### src/rtl/rcla_block_seq_if.sv
// Operand/result handshake bundle for rcla_block_seq.
// master drives operands and out_ready; slave is the adder block.
interface rcla_block_seq_if #(
    parameter int unsigned XW = 15,
    parameter int unsigned YW = 12
);
    logic          in_valid;
    logic          in_ready;
    logic [XW-1:0] x;
    logic [YW-1:0] y;
    logic          cin;
    logic          out_valid;
    logic          out_ready;
    logic [XW:0]   s;
    logic          busy;

    modport master (
        output in_valid, x, y, cin, out_ready,
        input  in_ready, out_valid, s, busy
    );

    modport slave (
        input  in_valid, x, y, cin, out_ready,
        output in_ready, out_valid, s, busy
    );
endinterface

### src/rtl/rcla_block_seq.sv
// Sequential adder: one BW-bit carry look-ahead block per RUN cycle, low block first.
// Optional RCLA_SEQ_GPSTAT_EN adds gp_stat holding each block's {Go, Po}.
module rcla_block_seq #(
    parameter int unsigned XW = 15,
    parameter int unsigned YW = 12,
    parameter int unsigned BW = 4
) (
    input  logic                 clk,
    input  logic                 rst_n,
    rcla_block_seq_if.slave      bus
`ifdef RCLA_SEQ_GPSTAT_EN
    ,
    output logic [2*((XW+BW-1)/BW)-1:0] gp_stat
`endif
);
    localparam int unsigned NB = (XW + BW - 1) / BW;
    localparam int unsigned IW = (NB > 1) ? $clog2(NB) : 1;
    localparam int unsigned PW = NB * BW;

    typedef enum logic [1:0] {StIdle, StRun, StDone} state_e;

    state_e        state_q, state_d;
    logic [PW-1:0] x_q, x_d, y_q, y_d;
    logic          carry_q, carry_d;
    logic [IW-1:0] idx_q, idx_d;
    logic [XW:0]   s_q, s_d;
`ifdef RCLA_SEQ_GPSTAT_EN
    logic [2*NB-1:0] gp_q, gp_d;
`endif

    logic [31:0]   base;
    logic [BW-1:0] a, b, g, p, sum;
    logic [BW:0]   c;
    logic          go, po, cout;

    assign base = 32'(idx_q) * BW;
    assign a    = x_q[base +: BW];
    assign b    = y_q[base +: BW];

    // Bits past XW-1 become pure propagate so the narrow last block carries out of its top bit.
    always_comb begin
        logic term;
        logic acc;
        g = '0;
        p = '0;
        for (int i = 0; i < int'(BW); i++) begin
            if (base + 32'(i) < XW) begin
                g[i] = a[i] & b[i];
                p[i] = a[i] ^ b[i];
            end else begin
                g[i] = 1'b0;
                p[i] = 1'b1;
            end
        end
        c    = '0;
        c[0] = carry_q;
        go   = 1'b0;
        for (int i = 0; i < int'(BW); i++) begin
            acc = 1'b0;
            for (int k = 0; k <= i; k++) begin
                term = g[k];
                for (int j = k + 1; j <= i; j++) begin
                    term = term & p[j];
                end
                acc = acc | term;
            end
            if (i == int'(BW) - 1) begin
                go = acc;
            end
            term = carry_q;
            for (int j = 0; j <= i; j++) begin
                term = term & p[j];
            end
            c[i+1] = acc | term;
        end
        po   = &p;
        cout = go | (po & carry_q);
        sum  = p ^ c[BW-1:0];
    end

    always_comb begin
        state_d = state_q;
        x_d     = x_q;
        y_d     = y_q;
        carry_d = carry_q;
        idx_d   = idx_q;
        s_d     = s_q;
`ifdef RCLA_SEQ_GPSTAT_EN
        gp_d    = gp_q;
`endif
        unique case (state_q)
            StIdle: begin
                if (bus.in_valid) begin
                    x_d     = PW'(bus.x);
                    y_d     = PW'(bus.y);
                    carry_d = bus.cin;
                    idx_d   = '0;
                    state_d = StRun;
                end
            end
            StRun: begin
                for (int i = 0; i < int'(BW); i++) begin
                    if (base + 32'(i) < XW) begin
                        s_d[base+32'(i)] = sum[i];
                    end
                end
                carry_d = cout;
`ifdef RCLA_SEQ_GPSTAT_EN
                gp_d[2*idx_q +: 2] = {go, po};
`endif
                if (idx_q == IW'(NB - 1)) begin
                    s_d[XW] = cout;
                    state_d = StDone;
                end else begin
                    idx_d = idx_q + 1'b1;
                end
            end
            StDone: begin
                if (bus.out_ready) begin
                    state_d = StIdle;
                end
            end
            default: state_d = StIdle;
        endcase
    end

    always_ff @(posedge clk or negedge rst_n) begin
        if (!rst_n) begin
            state_q <= StIdle;
            x_q     <= '0;
            y_q     <= '0;
            carry_q <= 1'b0;
            idx_q   <= '0;
            s_q     <= '0;
`ifdef RCLA_SEQ_GPSTAT_EN
            gp_q    <= '0;
`endif
        end else begin
            state_q <= state_d;
            x_q     <= x_d;
            y_q     <= y_d;
            carry_q <= carry_d;
            idx_q   <= idx_d;
            s_q     <= s_d;
`ifdef RCLA_SEQ_GPSTAT_EN
            gp_q    <= gp_d;
`endif
        end
    end

    assign bus.in_ready  = (state_q == StIdle);
    assign bus.out_valid = (state_q == StDone);
    assign bus.busy      = (state_q != StIdle);
    assign bus.s         = s_q;
`ifdef RCLA_SEQ_GPSTAT_EN
    assign gp_stat       = gp_q;
`endif

endmodule

### src/flat_wrapper.sv
// flat-port wrapper written by rule: the top's interface ports become plain ports
module rcla_block_seq_flat 
#(
    parameter int unsigned XW = 15,
    parameter int unsigned YW = 12,
    parameter int unsigned BW = 4
)
  (clk, rst_n, bus_in_valid, bus_x, bus_y, bus_cin, bus_out_ready, bus_in_ready, bus_out_valid, bus_s, bus_busy);
  rcla_block_seq_if #(.XW(XW), .YW(YW)) bus_i ();
  input  logic clk;
  input  logic rst_n;
  input wire logic [$bits(bus_i.in_valid)-1:0] bus_in_valid;
  input wire logic [$bits(bus_i.x)-1:0] bus_x;
  input wire logic [$bits(bus_i.y)-1:0] bus_y;
  input wire logic [$bits(bus_i.cin)-1:0] bus_cin;
  input wire logic [$bits(bus_i.out_ready)-1:0] bus_out_ready;
  output wire logic [$bits(bus_i.in_ready)-1:0] bus_in_ready;
  output wire logic [$bits(bus_i.out_valid)-1:0] bus_out_valid;
  output wire logic [$bits(bus_i.s)-1:0] bus_s;
  output wire logic [$bits(bus_i.busy)-1:0] bus_busy;
  assign bus_i.in_valid = bus_in_valid;
  assign bus_i.x = bus_x;
  assign bus_i.y = bus_y;
  assign bus_i.cin = bus_cin;
  assign bus_i.out_ready = bus_out_ready;
  assign bus_in_ready = bus_i.in_ready;
  assign bus_out_valid = bus_i.out_valid;
  assign bus_s = bus_i.s;
  assign bus_busy = bus_i.busy;
  rcla_block_seq #(.XW(XW), .YW(YW), .BW(BW)) u_core (.clk(clk), .rst_n(rst_n), .bus(bus_i));
endmodule
### config.mk
export PLATFORM = sky130hd
export DESIGN_NAME = rcla_block_seq_flat
export DESIGN_NICKNAME = d
export VERILOG_FILES = /design/src/rtl/rcla_block_seq_if.sv /design/src/rtl/rcla_block_seq.sv /design/src/flat_wrapper.sv
export SDC_FILE = /design/constraint.sdc
export NUM_CORES = 1
export LEC_CHECK = 0
export ABC_AREA = 1
export CAP_MARGIN = 30
export CORE_AREA = 3 3 86 88
export DETAILED_ROUTE_END_ITERATION = 10
export DIE_AREA = 0 0 89 91
export PLACE_DENSITY = 0.6
export RECOVER_POWER = 100
export SYNTH_ARGS = -nofsm -noshare
export SYNTH_HDL_FRONTEND = slang
export SYNTH_SLANG_ARGS = --single-unit
### constraint.sdc
create_clock -name clk -period 2.5 [get_ports clk]
set_input_delay 0.5 -clock clk [delete_from_list [all_inputs] [get_ports clk]]
set_output_delay 0.5 -clock clk [all_outputs]
set_load 0.02 [all_outputs]
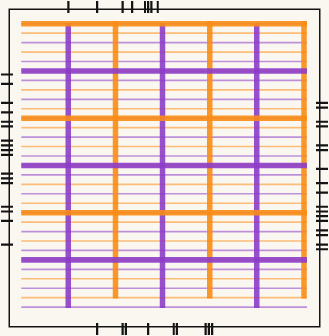
(run_1/floorplan.png)
Pins as bars on the die edge.
- VDD: orange
- VSS: purple
- met4 straps: 6
- met1 rails: 31
die width: 89 um
core box area: 0.00672 mm2
Max VDD drop: 366 uV
die height: 91 um

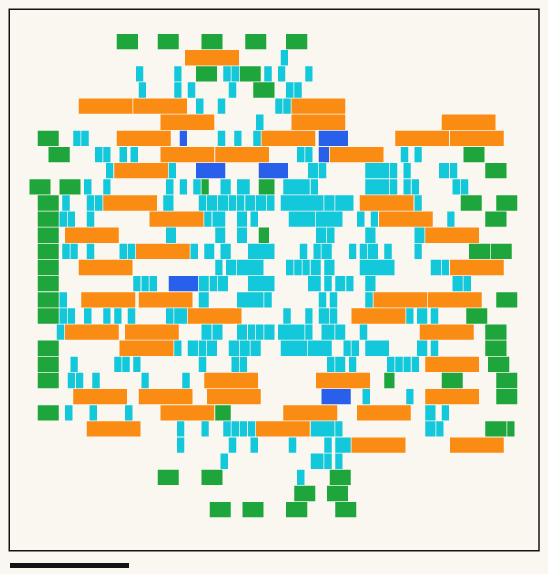
(run_1/class_map.png)
Scale bar: 20 um.
- remaining logic cells: cyan (cells 228; share of their area 38%)
- sequential cells: orange (cells 48; share of their area 42%)
- remaining buffers and delay cells: green (cells 55; share of their area 18%)
- clock drivers and dummy loads: blue (cells 7; share of their area 2.7%)
sequential share of cell area: 40.3%
FP Rows: 30
Finished Core Util: 44.4%
design area: 0.00298 mm2

==> results.toml, run 1 <==
# implementation run metrics
[status]
outcome = "finished clean"

[critical_path]
reg2reg_from = "u_core.idx_q[0]"
critPathMaxFanout = 14
cp.arrival_ns = 2.36
cp-end-kind = "register"
critical_path_class = "reg -> reg"
path_depth = 11
crit_buf_inv = 2
worstReg2RegEnd = "u_core.bus.s[7]"
worstPathRequired_ns = 2.69
critPathSlowestCell = "dfrtp_1"
setup.worst_path.start = "u_core.idx_q[0]"
reg2reg_depth = 11
path_cells = "inv_1, clkbuf_2, o21ai_0, o22ai_1, ha_1, nand2_1, nand3_1, nand2_1, nand3_1, nand3_1, nand2_1"
cp_top_family = "simple AND/OR/NAND/NOR gates"
slowest_delay_ns = 0.44
startpoint_type = "register"
r2r_setup_slack_ns = 0.33

[logic_synthesis]
synth_seq_share_pct = 51.4
synth_cell_type_count = 24
yosysChipArea_mm2 = 0.00234
netlist_area_mm2 = 0.00234
syn_inst = 284
fa_ha_area_share_pct = 5.67
top_logic_kind = "simple AND/OR/NAND/NOR gates"
yosys_cells = 284
synth-xor-area-share_pct = 0.749
aoi_share_pct = 7.12
ys_warn_count = 0
synth_nets = 326

[pwr]
combPwrFrac_pct = 55.7
power.share.switching_pct = 46.1
internal-power_mw = 2.21
seqPwrFrac_pct = 33.9
switching_power_mw = 1.89
powerDensity_mw_per_mm2 = 1370

[timing]
rsz0062_at_grt = "no"
fin_ws_ns = 0.329
slew_viol_final = 0
setup_violations = 0
fin_tns_setup_ns = 0
finalClockPeriodUsage_pct = 86.8
hold_violations = 0
worst_slew_pin_slew_ns = 1.26

[run]
drv_cap = 0
warnings = 30

[final_layout]
drive_above_1_share_pct = 6.80
n_fill_cell = 693
largest_reg_flops = 16
logic_area_mm2 = 0.00100
final_common_cell = "nand2_1"
n_antenna_cell = 0
final_cell_mix = "nand2_1 (122), dfrtp_1 (48), clkdlybuf4s50_1 (29)"
seq_area_mm2 = 0.00120
final_cells = 418
syn_to_final_growth_pct = 27.6

[placed_design]
place_area_mm2 = 0.00293
port_buffers = 50
gp_congestion = 0.766
dpl.hpwl_um = 3810
dp.cells = 411

[routing]
ant_nets = 0
wl_um = 4870
drc = 0
vias_per_cell = 4.50
dr.pass1.iters = 4

[clock_network]
cts_buffers = 5
htree_levels = 2
tritoncts = "done"
clock-sinks = 48
clockBufferDepth = 2
post_cts_buffers = 0

[die]
core_util_floorplan_pct = 34.8
io_pins = 51
chip_area_mm2 = 0.00810

[global_route]
grt_first_pass_wirelength_um = 8320
antenna_found_initial = 0
grt_overflow = 0

[hold_path]
hold_path.class = "in -> async"
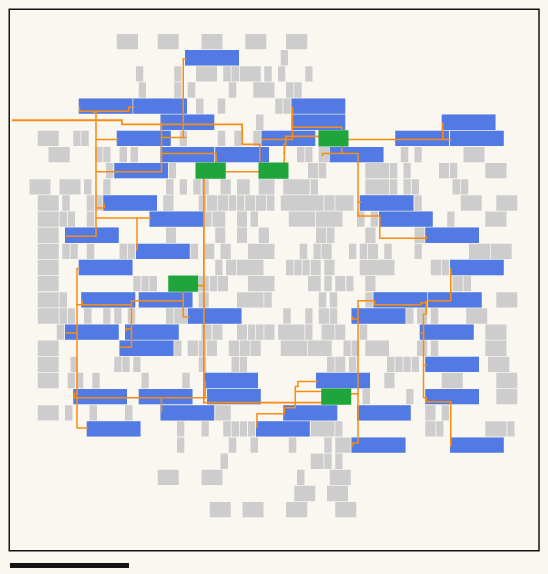
(run_1/clock_wires.png)
Scale bar: 20 um.
- flip-flops: blue (count 48)
- clock wires: orange (length 536 um)
- clock-net drivers: green (count 5)
- routed clock nets: 6
clk ins delay skew pair: 0.30 ns
Clk. pwr: 0.426 mW
Clock power frac: 10.4%
Clock Skew: 0.00793 ns

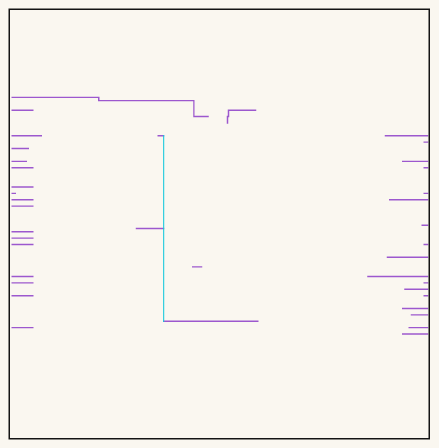
(run_1/layers.png)
Two of the layers only.
- M4: cyan (wire length 39.4 um)
- M3: purple (wire length 221 um)
GRT Overall Usage: 13.0%
via count: 1879
drt wl/cell: 11.6 um

==> run 1: power groups by stage <==
stage	clock (mW)	sequential, mW	combinational, mW
global route	0.478	1.44	2.63
detailed placement	0	1.41	2.38
floorplan	0	1.48	1.54
global placement	0	1.41	2.35
finish	0.426	1.39	2.29
CTS	0.447	1.40	2.39
==> run 1: metal layers <==
layer | wire, um | global-route usage (%) | vias up
met5 | 0 | 0 | -
met4 | 39 | 2.98 | 0
met3 | 220 | 3.54 | 3
met2 | 2190 | 19.7 | 41
met1 | 2410 | 18.5 | 834
li1 | - | - | 1001
==> run 1: cells in the mapped netlist <==
| library cell | number | area (um2) |
|---|---|---|
| xor2_1 | 1 | 8.76 |
| dfrtp_1 | 48 | 1200 |
| a21oi_1 | 1 | 5.00 |
| ha_1 | 9 | 113 |
| buf_2 | 4 | 20.0 |
| nor2_2 | 1 | 6.26 |
| nor2_4 | 5 | 56.3 |
| clkinv_1 | 1 | 3.75 |
| inv_4 | 1 | 6.26 |
| fa_1 | 1 | 20.0 |
| nand4_1 | 1 | 6.26 |
| clkbuf_1 | 1 | 3.75 |
| nand2_2 | 2 | 12.5 |
| inv_2 | 6 | 22.5 |
| inv_1 | 12 | 45.0 |
| nand3_1 | 18 | 90.1 |
| buf_6 | 3 | 33.8 |
| nand2_1 | 120 | 450 |
| o22ai_1 | 3 | 18.8 |
| o21ai_1 | 9 | 45.0 |
| nor2_1 | 17 | 63.8 |
| xnor2_1 | 1 | 8.76 |
| o21ai_0 | 18 | 90.1 |
| o31ai_1 | 1 | 7.51 |
==> run 1: cell type report <==
cell class                      instances  share of cell area [%]
Sequential cell                        48                    40.3
Multi-Input combinational cell        208                    33.7
Timing Repair Buffer                   55                    17.5
Tap cell                               80                    3.35
Inverter                               20                    2.60
Clock buffer                            6                    2.43
Clock inverter                          1                   0.168
## Run 2: what changed since run 1
Settings changed: CORE_AREA 3 3 86 88 to 3 3 81 83, CTS_BUF_LIST set to sky130_fd_sc_hd__clkbuf_8, DIE_AREA 0 0 89 91 to 0 0 84 86, PLACE_DENSITY 0.6 to 0.66.
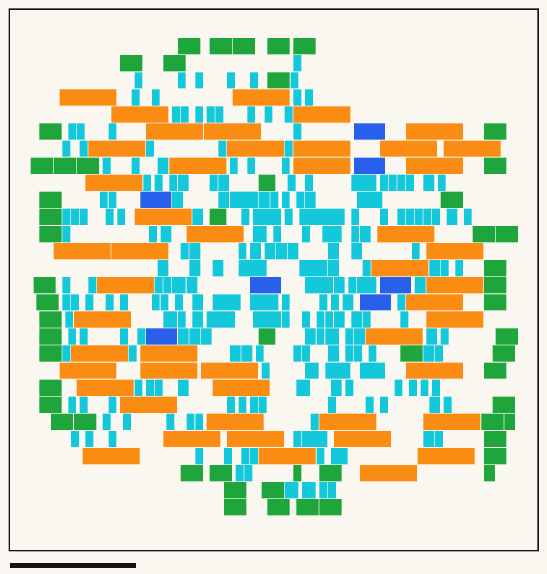
(run_2/class_map.png)
Scale bar: 20 um.
- remaining buffers and delay cells: green (cells 55; share of their area 18%)
- remaining logic cells: cyan (cells 228; share of their area 37%)
- sequential cells: orange (cells 48; share of their area 41%)
- clock drivers and dummy loads: blue (cells 7; share of their area 3.3%)
FP Rows: 28
design area: 0.00300 mm2
core box area: 0.00592 mm2
Finished Core Util: 50.6%
sequential share of cell area: 40.1%

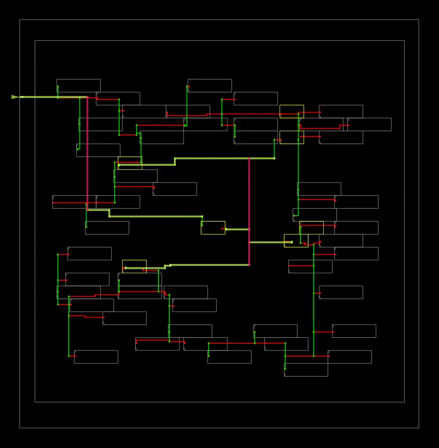
(run_2/clock_nets.png)
Num CTS Buffers: 5
Clock Skew: 0.00344 ns

==> run 2 against run 1 <==
Effect of this change:
- register-to-register slack barely moved
- clock power rose by 14%
- clock-buffer cell count rose by 1
- highest routed layer unchanged
- largest cell class unchanged
- final area rose by 0.46%
- sequential power barely moved
- total power rose by 1.5%
- critical path type is now in -> reg
- non-clock buffer count did not move
- synthesized cell count did not move
==> results.toml, run 2 <==
# implementation run metrics
[pwr]
ir_drop_uv = 700
finalPower_mw = 4.16
powerDensity_mw_per_mm2 = 1390
p_leak_nw = 1.50

[clock_network]
clock_latency_ns = 0.30
post_cts_buffers = 0
clock-sinks = 48
cts_hold_buf = 0
cts-root-buf = "clkbuf_8"
ctsResizeCount = 0
clockBufferDepth = 2
htree_levels = 2
tritoncts = "done"
path_clk_slew_ns = 0.08

[logic_synthesis]
mux_area_share_pct = 0
ys.flops = 48
top_area_cell = "dfrtp_1"
synth-xor-area-share_pct = 0.749
synth_seq_share_pct = 51.4
top_area_share_pct = 51.4
fa_ha_area_share_pct = 5.67
yosysChipArea_mm2 = 0.00234
ys.flop_type = "dfrtp_1"
aoi_share_pct = 7.12
common_cells = "nand2_1 (120), dfrtp_1 (48), nand3_1 (18), o21ai_0 (18), nor2_1 (17)"
edf_count = 0
top_logic_kind = "simple AND/OR/NAND/NOR gates"
synth_nets = 326
syn_avg_cell_area_um2 = 8.23
top_cell = "nand2_1"
simple_gate_share_pct = 29.3
netlist_area_mm2 = 0.00234
syn_inst = 284
async_reset_ff_share_pct = 100
yosys_cells = 284
ys_warn_count = 0
synth_cell_type_count = 24
yosys-top-cells-area = "dfrtp_1 (51%), nand2_1 (19%), ha_1 (4.8%), nand3_1 (3.9%), o21ai_0 (3.9%)"

[placed_design]
post-place-ws_ns = 0.306
place_area_mm2 = 0.00291
gp_congestion = 0.852
port_buffers = 50
dpl.hpwl_um = 3770
dp.cells = 406

[die]
io_pins = 51
core_util_floorplan_pct = 39.5
die_x_um = 84
chip_area_mm2 = 0.00722
die_h_um = 86

[routing]
post_drt_wl_per_cell_um = 12.0
vias_per_cell = 4.71
ant_nets = 0
wl_um = 4950
dr.pass1.iters = 4
drc = 0
drtIter0Drc = 44
vias = 1944

[critical_path]
critical_path_class = "in -> reg"
critPathMaxFanout = 30
reg2reg_depth = 9
cp.arrival_ns = 2.41
startpoint_type = "input pin"
worstPathRequired_ns = 2.68
cp-end-kind = "register"

[timing]
finalClockPeriodUsage_pct = 89.3
hold_violations = 0
relSlewSlack_pct = 20.6
slew_viol_final = 0
worst_slew_pin_slew_ns = 1.19
rsz0062_at_grt = "no"
whs_ns = 0.471
fin_crit_ns = 2.23
fin_tns_setup_ns = 0
setup_violations = 0
max_freq_mhz = 448
fin_ws_ns = 0.268

[global_route]
grt_first_pass_wirelength_um = 8650
grt_max_degree = 49
grt_pass1_vias = 1925
antenna_found_initial = 0
grt_overflow = 0
grtUsageTotal_pct = 14.8

[final_layout]
syn_to_final_growth_pct = 28.2
final_cells = 413
nets = 380
n_antenna_cell = 0
final_common_cell = "nand2_1"
drive_above_1_share_pct = 7.40
final_cell_mix = "nand2_1 (120), dfrtp_1 (48), clkdlybuf4s50_1 (29)"
largest_reg_flops = 16

[run]
drv_cap = 0
warnings = 30

[hold_path]
hold_depth = 2
hold_path.class = "reg -> reg"

[status]
outcome = "finished clean"
run 2: logic make-up after synthesis:
logic type               Yosys count
AND/OR/NAND/NOR                  164
adder cells (fa/ha/maj)           10
flip-flops                        48
AND-OR/OR-AND                     32
buffers and inverters             28
XOR/XNOR                           2
run 2: worst paths after layout:
path | slack, ns | endpoint | start
max | 0.27 | u_core.idx_q[1] | bus_in_valid
min | 0.47 | u_core.bus.s[1] | u_core.bus.s[1]
max reg2reg | 0.32 | u_core.bus.s[2] | u_core.idx_q[1]
min reg2reg | 0.47 | u_core.bus.s[1] | u_core.bus.s[1]
max in group asynchronous | 1.28 | u_core.bus.s[10] | rst_n
min in group asynchronous | 0.49 | u_core.bus.s[12] | rst_n
run 2: power by group:
group	leakage [nW]	total [mW]	switching, mW	internal [mW]
Sequential	0.598	1.38	0.226	1.15
Combinational	0.856	2.30	1.44	0.859
Clock	0.0503	0.485	0.239	0.246
run 2: worst max-delay path, cell delays in order:
cell and delay, ns:
dlygate4sd3_1 0.54, nand2_2 0.07, clkbuf_1 0.87, nand2_1 0.22
nand3_1 0.11, o21ai_0 0.08
run 2: layer usage:
metal	global-route usage (%)	share of wire, %	vias up
met5	0	0	-
li1	-	-	1003
met4	4.09	1.3	0
met3	4.13	5.0	8
met2	25.6	48	46
met1	18.3	46	887
run 2: cell type report:
type                    count  area, um2
clock buffers               7       96.3
fillers                   585       2920
inverters                  20       77.6
multi-input cells         208       1000
flip-flops and latches     48       1200
well taps                  75       93.8
repair buffers             55        527
Power and IR drop assume default switching activity.
